<file path="src/rtl/tlul_host_arbiter.sv">
// ---------------------------------------------------------------------------
// tlul_host_arbiter
//   Shares one TL-UL device port between NumHosts TL-UL hosts. A round-robin
//   arbiter picks the A-channel winner each cycle and holds that grant while a
//   presented beat is stalled. Every accepted request pushes its host index
//   into an in-order routing FIFO. The FIFO head steers the D-channel response
//   back to the issuing host. a_source is passed through untouched.
//
//   Optional build macro: TLUL_ARB_HOST0_PRIO_EN
//     When defined, host 0 wins whenever it is valid and no lock is held.
//     Host-0 grants do not advance rr_ptr, so the remaining hosts rotate
//     among themselves. When undefined, all hosts share one round robin.
//
//   Parameters
//     NumHosts       host ports, 2..8
//     MaxOutstanding routing FIFO depth, 1..16
//   Ports
//     clk_i, rst_ni  clock and asynchronous active-low reset
//     tl_h_i / tl_h_o  per-host request in, per-host a_ready + response out
//     tl_d_o / tl_d_i  shared device request out, device a_ready + response in
//     busy_o         high while accepted requests are still unanswered
// ---------------------------------------------------------------------------

package tlul_pkg;

  localparam logic [2:0] TlPutFullData    = 3'd0;
  localparam logic [2:0] TlPutPartialData = 3'd1;
  localparam logic [2:0] TlGet            = 3'd4;
  localparam logic [2:0] TlAccessAck      = 3'd0;
  localparam logic [2:0] TlAccessAckData  = 3'd1;

  typedef struct packed {
    logic        a_valid;
    logic [2:0]  a_opcode;
    logic [2:0]  a_param;
    logic [1:0]  a_size;
    logic [7:0]  a_source;
    logic [31:0] a_address;
    logic [3:0]  a_mask;
    logic [31:0] a_data;
    logic        d_ready;
  } tlul_h2d_t;

  typedef struct packed {
    logic        d_valid;
    logic [2:0]  d_opcode;
    logic [2:0]  d_param;
    logic [1:0]  d_size;
    logic [7:0]  d_source;
    logic        d_sink;
    logic [31:0] d_data;
    logic        d_error;
    logic        a_ready;
  } tlul_d2h_t;

endpackage

// ---------------------------------------------------------------------------
// tlul_host_arbiter_port
//   Per-host return path. Builds one host's tlul_d2h_t from the grant and
//   routing decisions. A host that does not own the FIFO head sees a fully
//   zeroed response.
//   grant_i  : this host is the valid A-channel winner
//   a_open_i : device ready, FIFO not full, out of reset
//   route_i  : this host owns the routing FIFO head
// ---------------------------------------------------------------------------
module tlul_host_arbiter_port (
  input  logic                tlul_grant_unused_i,
  input  logic                grant_i,
  input  logic                a_open_i,
  input  logic                route_i,
  input  tlul_pkg::tlul_d2h_t tl_d_i,
  output tlul_pkg::tlul_d2h_t tl_h_o
);

  logic unused_in;
  assign unused_in = tlul_grant_unused_i;

  always_comb begin
    tl_h_o = '0;
    if (route_i) tl_h_o = tl_d_i;
    tl_h_o.a_ready = grant_i & a_open_i;
  end

endmodule

module tlul_host_arbiter
  import tlul_pkg::*;
#(
  parameter int unsigned NumHosts       = 4,
  parameter int unsigned MaxOutstanding = 4
) (
  input  logic                     clk_i,
  input  logic                     rst_ni,
  input  tlul_h2d_t [NumHosts-1:0] tl_h_i,
  output tlul_d2h_t [NumHosts-1:0] tl_h_o,
  output tlul_h2d_t                tl_d_o,
  input  tlul_d2h_t                tl_d_i,
  output logic                     busy_o
);

  localparam int unsigned HostW = (NumHosts > 1) ? $clog2(NumHosts) : 1;
  localparam int unsigned PtrW  = (MaxOutstanding > 1) ? $clog2(MaxOutstanding) : 1;
  localparam int unsigned CntW  = $clog2(MaxOutstanding + 1);

  // ---- state --------------------------------------------------------------
  logic [HostW-1:0]                      rr_ptr_q, rr_ptr_d;
  logic                                  lock_q, lock_d;
  logic [HostW-1:0]                      lock_idx_q, lock_idx_d;
  logic [MaxOutstanding-1:0][HostW-1:0]  fifo_q, fifo_d;
  logic [PtrW-1:0]                       wr_ptr_q, wr_ptr_d;
  logic [PtrW-1:0]                       rd_ptr_q, rd_ptr_d;
  logic [CntW-1:0]                       count_q, count_d;

  // ---- helpers ------------------------------------------------------------
  function automatic int wrap_host(input int v);
    return (v >= int'(NumHosts)) ? v - int'(NumHosts) : v;
  endfunction

  function automatic logic [HostW-1:0] host_inc(input logic [HostW-1:0] h);
    return (h == HostW'(NumHosts - 1)) ? '0 : h + 1'b1;
  endfunction

  function automatic logic [PtrW-1:0] ptr_inc(input logic [PtrW-1:0] p);
    return (p == PtrW'(MaxOutstanding - 1)) ? '0 : p + 1'b1;
  endfunction

  // ---- request vector / FIFO status --------------------------------------
  logic [NumHosts-1:0] req_vec;
  logic [NumHosts-1:0] route_vec;
  logic                full, empty;
  logic [HostW-1:0]    head;

  always_comb begin
    for (int i = 0; i < int'(NumHosts); i++) req_vec[i] = tl_h_i[i].a_valid;
  end

  assign full   = (count_q == CntW'(MaxOutstanding));
  assign empty  = (count_q == '0);
  assign head   = fifo_q[rd_ptr_q];
  assign busy_o = !empty;

  // ---- arbitration --------------------------------------------------------
  // Round-robin scan: first valid host at or after rr_ptr_q, wrapping.
  logic [HostW-1:0] scan_idx;
  logic [HostW-1:0] rr_idx;
  logic             rr_hit;
  logic [HostW-1:0] pick;
  logic [HostW-1:0] winner;
  logic             win_vld;

  always_comb begin
    rr_hit   = 1'b0;
    rr_idx   = rr_ptr_q;
    scan_idx = rr_ptr_q;
    for (int k = 0; k < int'(NumHosts); k++) begin
      scan_idx = HostW'(wrap_host(int'(rr_ptr_q) + k));
      if (!rr_hit && req_vec[scan_idx]) begin
        rr_hit = 1'b1;
        rr_idx = scan_idx;
      end
    end
  end

`ifdef TLUL_ARB_HOST0_PRIO_EN
  assign pick = req_vec[0] ? '0 : rr_idx;
`else
  assign pick = rr_idx;
`endif

  // A held lock overrides everything so a stalled beat stays stable.
  assign winner  = lock_q ? lock_idx_q : pick;
  assign win_vld = req_vec[winner];

  // Outputs are combinational, so reset is folded in here to keep a_valid
  // and a_ready low while rst_ni is held, regardless of host a_valid.
  logic a_open;
  logic a_go;
  logic push, pop, stall;

  assign a_open = tl_d_i.a_ready && !full && rst_ni;
  assign a_go   = win_vld && !full && rst_ni;
  assign push   = a_go && tl_d_i.a_ready;
  assign stall  = a_go && !tl_d_i.a_ready;

  // ---- device request -----------------------------------------------------
  always_comb begin
    tl_d_o = '0;
    if (win_vld && rst_ni) tl_d_o = tl_h_i[winner];
    tl_d_o.a_valid = a_go;
    // With nothing outstanding any response is stray; sink it.
    tl_d_o.d_ready = empty ? 1'b1 : tl_h_i[head].d_ready;
  end

  assign pop = tl_d_i.d_valid && tl_d_o.d_ready && !empty;

  // ---- per-host return path ----------------------------------------------
  for (genvar g = 0; g < int'(NumHosts); g++) begin : g_port
    localparam logic [HostW-1:0] Idx = HostW'(g);
    assign route_vec[g] = !empty && (head == Idx);
    tlul_host_arbiter_port u_port (
      .tlul_grant_unused_i (1'b0),
      .grant_i             (win_vld && (winner == Idx)),
      .a_open_i            (a_open),
      .route_i             (route_vec[g]),
      .tl_d_i              (tl_d_i),
      .tl_h_o              (tl_h_o[g])
    );
  end

  // ---- next state ---------------------------------------------------------
  logic adv_rr;

`ifdef TLUL_ARB_HOST0_PRIO_EN
  assign adv_rr = (winner != '0);
`else
  assign adv_rr = 1'b1;
`endif

  always_comb begin
    rr_ptr_d   = rr_ptr_q;
    lock_d     = lock_q;
    lock_idx_d = lock_idx_q;
    if (push) begin
      lock_d = 1'b0;
      if (adv_rr) rr_ptr_d = host_inc(winner);
    end else if (stall) begin
      lock_d     = 1'b1;
      lock_idx_d = winner;
    end
  end

  always_comb begin
    fifo_d   = fifo_q;
    wr_ptr_d = wr_ptr_q;
    rd_ptr_d = rd_ptr_q;
    count_d  = count_q;
    if (push) begin
      fifo_d[wr_ptr_q] = winner;
      wr_ptr_d         = ptr_inc(wr_ptr_q);
    end
    if (pop) rd_ptr_d = ptr_inc(rd_ptr_q);
    // push is already blocked by a full FIFO at the start of the cycle, so a
    // simultaneous push and pop leaves the count unchanged.
    unique case ({push, pop})
      2'b10:   count_d = count_q + 1'b1;
      2'b01:   count_d = count_q - 1'b1;
      default: count_d = count_q;
    endcase
  end

  always_ff @(posedge clk_i or negedge rst_ni) begin
    if (!rst_ni) begin
      rr_ptr_q   <= '0;
      lock_q     <= 1'b0;
      lock_idx_q <= '0;
      fifo_q     <= '0;
      wr_ptr_q   <= '0;
      rd_ptr_q   <= '0;
      count_q    <= '0;
    end else begin
      rr_ptr_q   <= rr_ptr_d;
      lock_q     <= lock_d;
      lock_idx_q <= lock_idx_d;
      fifo_q     <= fifo_d;
      wr_ptr_q   <= wr_ptr_d;
      rd_ptr_q   <= rd_ptr_d;
      count_q    <= count_d;
    end
  end

endmodule

</file>
<file path="config.mk">
export PLATFORM = sky130hd
export DESIGN_NAME = tlul_host_arbiter
export DESIGN_NICKNAME = d
export VERILOG_FILES = /design/src/rtl/tlul_host_arbiter.sv
export SDC_FILE = /design/constraint.sdc
export NUM_CORES = 1
export LEC_CHECK = 0
export CAP_MARGIN = 20
export CORE_AREA = 3 3 267 269
export CTS_CLUSTER_DIAMETER = 120
export CTS_CLUSTER_SIZE = 20
export DETAILED_ROUTE_END_ITERATION = 10
export DIE_AREA = 0 0 270 272
export PLACE_DENSITY = 0.44
export SYNTH_ARGS = -nofsm -noshare
export SYNTH_HDL_FRONTEND = slang
export SYNTH_SLANG_ARGS = --single-unit
</file>
<file path="constraint.sdc">
create_clock -name clk_i -period 3.1 [get_ports clk_i]
set_input_delay 0.775 -clock clk_i [delete_from_list [all_inputs] [get_ports clk_i]]
set_output_delay 0.775 -clock clk_i [all_outputs]
set_load 0.01 [all_outputs]
</file>
Fig. 1: cell density map
The die is cut into 27 by 27 equal tiles; white is low, dark blue is high, 0 to 100% covered.
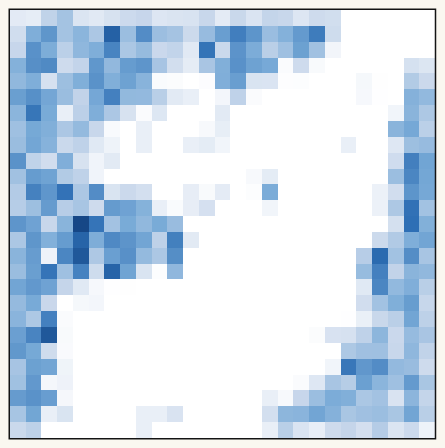
1.0% of the tiles are over 75% full. The emptiest ninth of the die: bottom middle. The mean over all tiles is 20%. 45% of the tiles are nearly empty.

Fig. 2: register map, names as in the netlist
Bar = 100 microns.
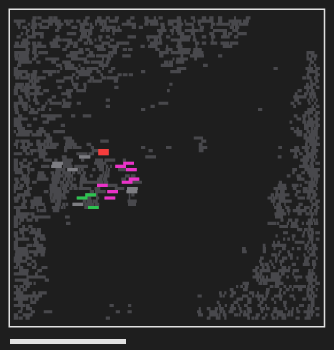
Key: red = `wr_ptr_q` [flops 2]; green = `count_q` [flops 3]; magenta = `fifo_q` [flops 8]
Another 7 sequential cells are not coloured.

==> flow_metrics.env <==
# yosys + openroad results
export IMPL_status="finished with violations"
export IMPL_violations="negative setup slack"
export IMPL_ir_drop_uv=446
export IMPL_ctsResizeCount=768
export IMPL_powerDensity_nw_per_um2=822
export IMPL_numClockSinks=20
export IMPL_fp_nets=987
export IMPL_grt_max_degree=33
export IMPL_drt_met1_wl_mm=19.6
export IMPL_synthMuxAreaShare_pct=38.8
export IMPL_num_vias=8150
export IMPL_min_delay_start="count_q[0]"
export IMPL_synthXorXnorAreaFrac_pct=0.487
export IMPL_synth_cell_type_count=42
export IMPL_rows=96
export IMPL_seqPwrFrac_pct=3.8
export IMPL_worstSkewPairLatency_ps=250
export IMPL_numSynthFlops=20
export IMPL_yosys_most_used_dff="dfrtp_1"
export IMPL_ys_cells=578
export IMPL_leakagePower_nw=6.75
export IMPL_pwr_share_comb_pct=93.4
export IMPL_mostFrequentLayoutCell="clkdlybuf4s50_1"
export IMPL_area_delta_synth_final_pct=188
export IMPL_cts_root_buffer="clkbuf_16"
export IMPL_power_switching_mw=5.19
export IMPL_async_flop_share_pct=100
export IMPL_relSlewSlack_pct=77.5
export IMPL_post_cts_buffers=48
export IMPL_gr_usage_all_layers_pct=13.0
export IMPL_io_buffers=692
export IMPL_aoi_share_pct=4.36
export IMPL_crit_chain="buf_8 -> and3b_2 -> buf_6 -> a2111oi_4 -> o31a_2 -> buf_4 -> buf_4 -> buf_6 -> bufbuf_16 -> mux4_2 -> nor2b_1 -> buf_2"
export IMPL_die_x_microns=270
export IMPL_die_area_sq_um=73400
export IMPL_critPathBufInv=7
export IMPL_htree_levels=1
export IMPL_netSwitchingFraction_pct=40.6
export IMPL_seq_area_frac_synth_pct=9.29
export IMPL_power_internal_mw=7.58
export IMPL_use_met2_pct=24.8
export IMPL_r2r_slack_ps=-110
export IMPL_numPlacedInstances=2214
export IMPL_nets=1786
export IMPL_startpoint="tl_h_i[343]"
export IMPL_setup_violations=137
export IMPL_timing_hold_violations_final=0
export IMPL_wl_per_cell_microns=22.7
export IMPL_initial_core_util_pct=7.83
export IMPL_place_gp_congestion=0.924
export IMPL_tightest_slew_ps=337
export IMPL_critPathMaxFanout=10
export IMPL_ctsHoldBuffers=0
export IMPL_busiest_layer="met2"
export IMPL_finalClockPeriodUsage_pct=116
export IMPL_wl_met2_mm=27.8
export IMPL_finalWorstSetupSlack_ps=-509
export IMPL_required_ps=2320
export IMPL_endpoint_kind="primary output"
export IMPL_die_h_microns=272
export IMPL_cts_buffers=3
export IMPL_drtAntennaViolNets=0
export IMPL_synthAdderAreaFrac_pct=2.69
export IMPL_grt_overflow_total=0
export IMPL_slew_violations=0
export IMPL_cpLargestDelayFamily="buffers and inverters"
export IMPL_dpl_cell_area_sq_um=14000
export IMPL_drtIter0Drc=282
export IMPL_max_freq_mhz=277
export IMPL_drc_errors=0
export IMPL_dpl_hpwl_mm=42.6
export IMPL_tool_warnings=35
export IMPL_final_cell_mix="clkdlybuf4s50_1, and2_1, buf_6"
export IMPL_cp_arrival_ps=2830
export IMPL_slowest_stage="o31a_2"
export IMPL_first_global_vias=8556
export IMPL_syn_cell_area_sq_um=5390
export IMPL_ys_warn_count=0
export IMPL_final_layout_size_suffix_gt1_share_pct=44.7
export IMPL_min_path_type="reg -> reg"
export IMPL_cts_tree="yes"
export IMPL_synth_area_yosys_sq_um=5390
export IMPL_r2r_end="count_q[2]"
export IMPL_syn_inst=578
export IMPL_crit_end="tl_d_o[19]"
export IMPL_synth_logic_top_family="multiplexers"
export IMPL_r2r_cells=17
export IMPL_finalClockSkew_ps=2.13
export IMPL_cp_start_kind="input pin"
export IMPL_grt_use_met1_pct=14.5
export IMPL_max_stage_delay_ps=310
export IMPL_cp_depth=12
export IMPL_vias_per_cell=3.53
export IMPL_io_pins=693
export IMPL_clk_path_buf_depth=2
export IMPL_synth_area_per_cell_sq_um=9.33
export IMPL_grt_antenna_before_repair=7
export IMPL_use_met3_pct=3.51
export IMPL_core_area_sq_um=68800
export IMPL_synth_edff_count=0
export IMPL_wl_met3_mm=4.15
export IMPL_finalCriticalPeriod_ps=3610
export IMPL_top_layer="met5"
export IMPL_clk_pin_slew_ps=60
export IMPL_grt_pass1_wl_mm=69.0
export IMPL_path_class="in -> out"
export IMPL_dr_pass1_iters=4
export IMPL_worst_r2r_startpoint="rr_ptr_q[1]"
export IMPL_setup_tns_ps=-40450
export IMPL_layout_cells_non_filler=2310
export IMPL_fin_util_pct=22.6
export IMPL_max_cap_viol_count=0
export IMPL_p_clk_share_pct=2.8
export IMPL_rsz0062_at_grt="true"
export IMPL_wl_mm=52.5
export IMPL_synth_simple_area_share_pct=38.3
export IMPL_final_area_sq_um=15500
export IMPL_pre_cts_ws_ps=-1270
Fig. 3: ports around the boundary
Bar = 100 microns. Pins as bars across the die edge, other pins in grey.
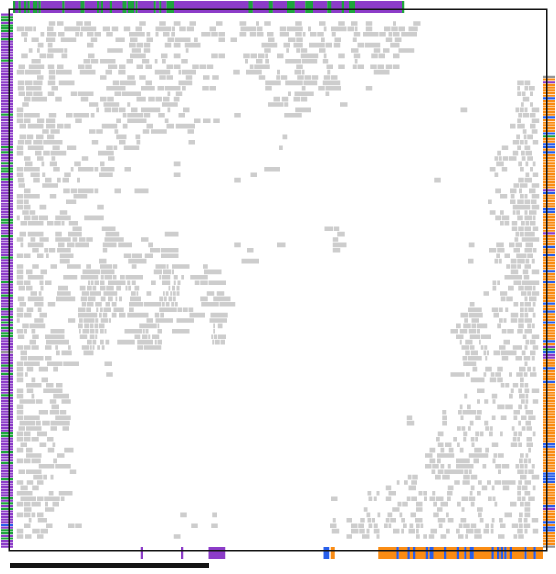
Key: orange = `tl_h_o` [pins 208, direction output, edge 134 right, 74 bottom]; green = `tl_d_o` [pins 86, direction output, edge 44 top, 40 left, 2 right]; purple = `tl_h_i` [pins 344, direction input, edge 170 top, 156 left, 11 bottom, 7 right]; blue = `tl_d_i` [pins 52, direction input, edge 30 right, 21 bottom, 1 left]
All pins by edge: 214 top, 198 left, 175 right, 106 bottom.

Fig. 4: cells by drive strength
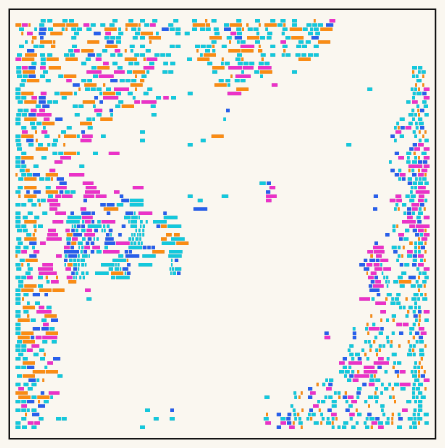
Key: magenta = _6 and larger [cells 194, share 14%]; cyan = _0 and _1 cells [cells 761, share 55%]; orange = _2 cells [cells 247, share 18%]; blue = _3 and _4 cells [cells 174, share 13%]

-- sequential cells by signal, summed over array words and instances, names as in the netlist --
name and cells:
rd_ptr_q 2, rr_ptr_q 2, lock_idx_q 2, wr_ptr_q 2
count_q 3, lock_q 1, fifo_q 8
-- power groups by stage --
| stage | clock [mW] | sequential, mW | combinational, mW |
|---|---|---|---|
| floorplan | 0 | 0.444 | 4.66 |
| detailed placement | 0 | 0.488 | 9.37 |
| finish | 0.358 | 0.490 | 11.9 |
| CTS | 0.367 | 0.492 | 11.0 |
| global placement | 0 | 0.483 | 9.40 |
| global route | 0.380 | 0.508 | 12.6 |
-- cell type report --
cell class                 instances  area, sq um
tap                              931         1160
fill                            7497        53300
timing repair buffer             850         8560
sequential                        20          502
multi-input combinational        489         5150
clock buffer                       3         75.1
antenna                            3         7.51
clock inverter                     1         30.0
inverter                          13         58.8
-- Yosys cell counts (8+ instances only) --
cell type	n	area [sq um]
and2_1	204	1280
nor2b_1	88	551
o21ai_0	12	60.1
ha_1	10	125
nor3_1	9	45.0
clkbuf_1	25	93.8
buf_2	21	105
nor2_1	8	30.0
dfrtp_1	20	500
buf_4	9	67.6
mux4_2	87	1960
nand2_1	14	52.6
inv_1	11	41.3
-- metrics by stage --
step | hold WS [ps] | total power, mW
after global routing | 511 | 13.5
after detailed placement | 480 | 9.86
after CTS | 498 | 11.9
final | 498 | 12.8
after global placement | 479 | 9.88
after floorplan | 456 | 5.10
-- worst min path at each step --
stage / endpoint / slack, ps / cells past startpoint
2_1_floorplan: count_q[2] / 460 / 1
3_3_place_gp: count_q[2] / 480 / 1
3_5_place_dp: count_q[2] / 480 / 1
4_1_cts: count_q[2] / 500 / 1
5_1_grt: count_q[2] / 510 / 1
6_report: count_q[0] / 500 / 1
Power and IR drop assume default switching activity.
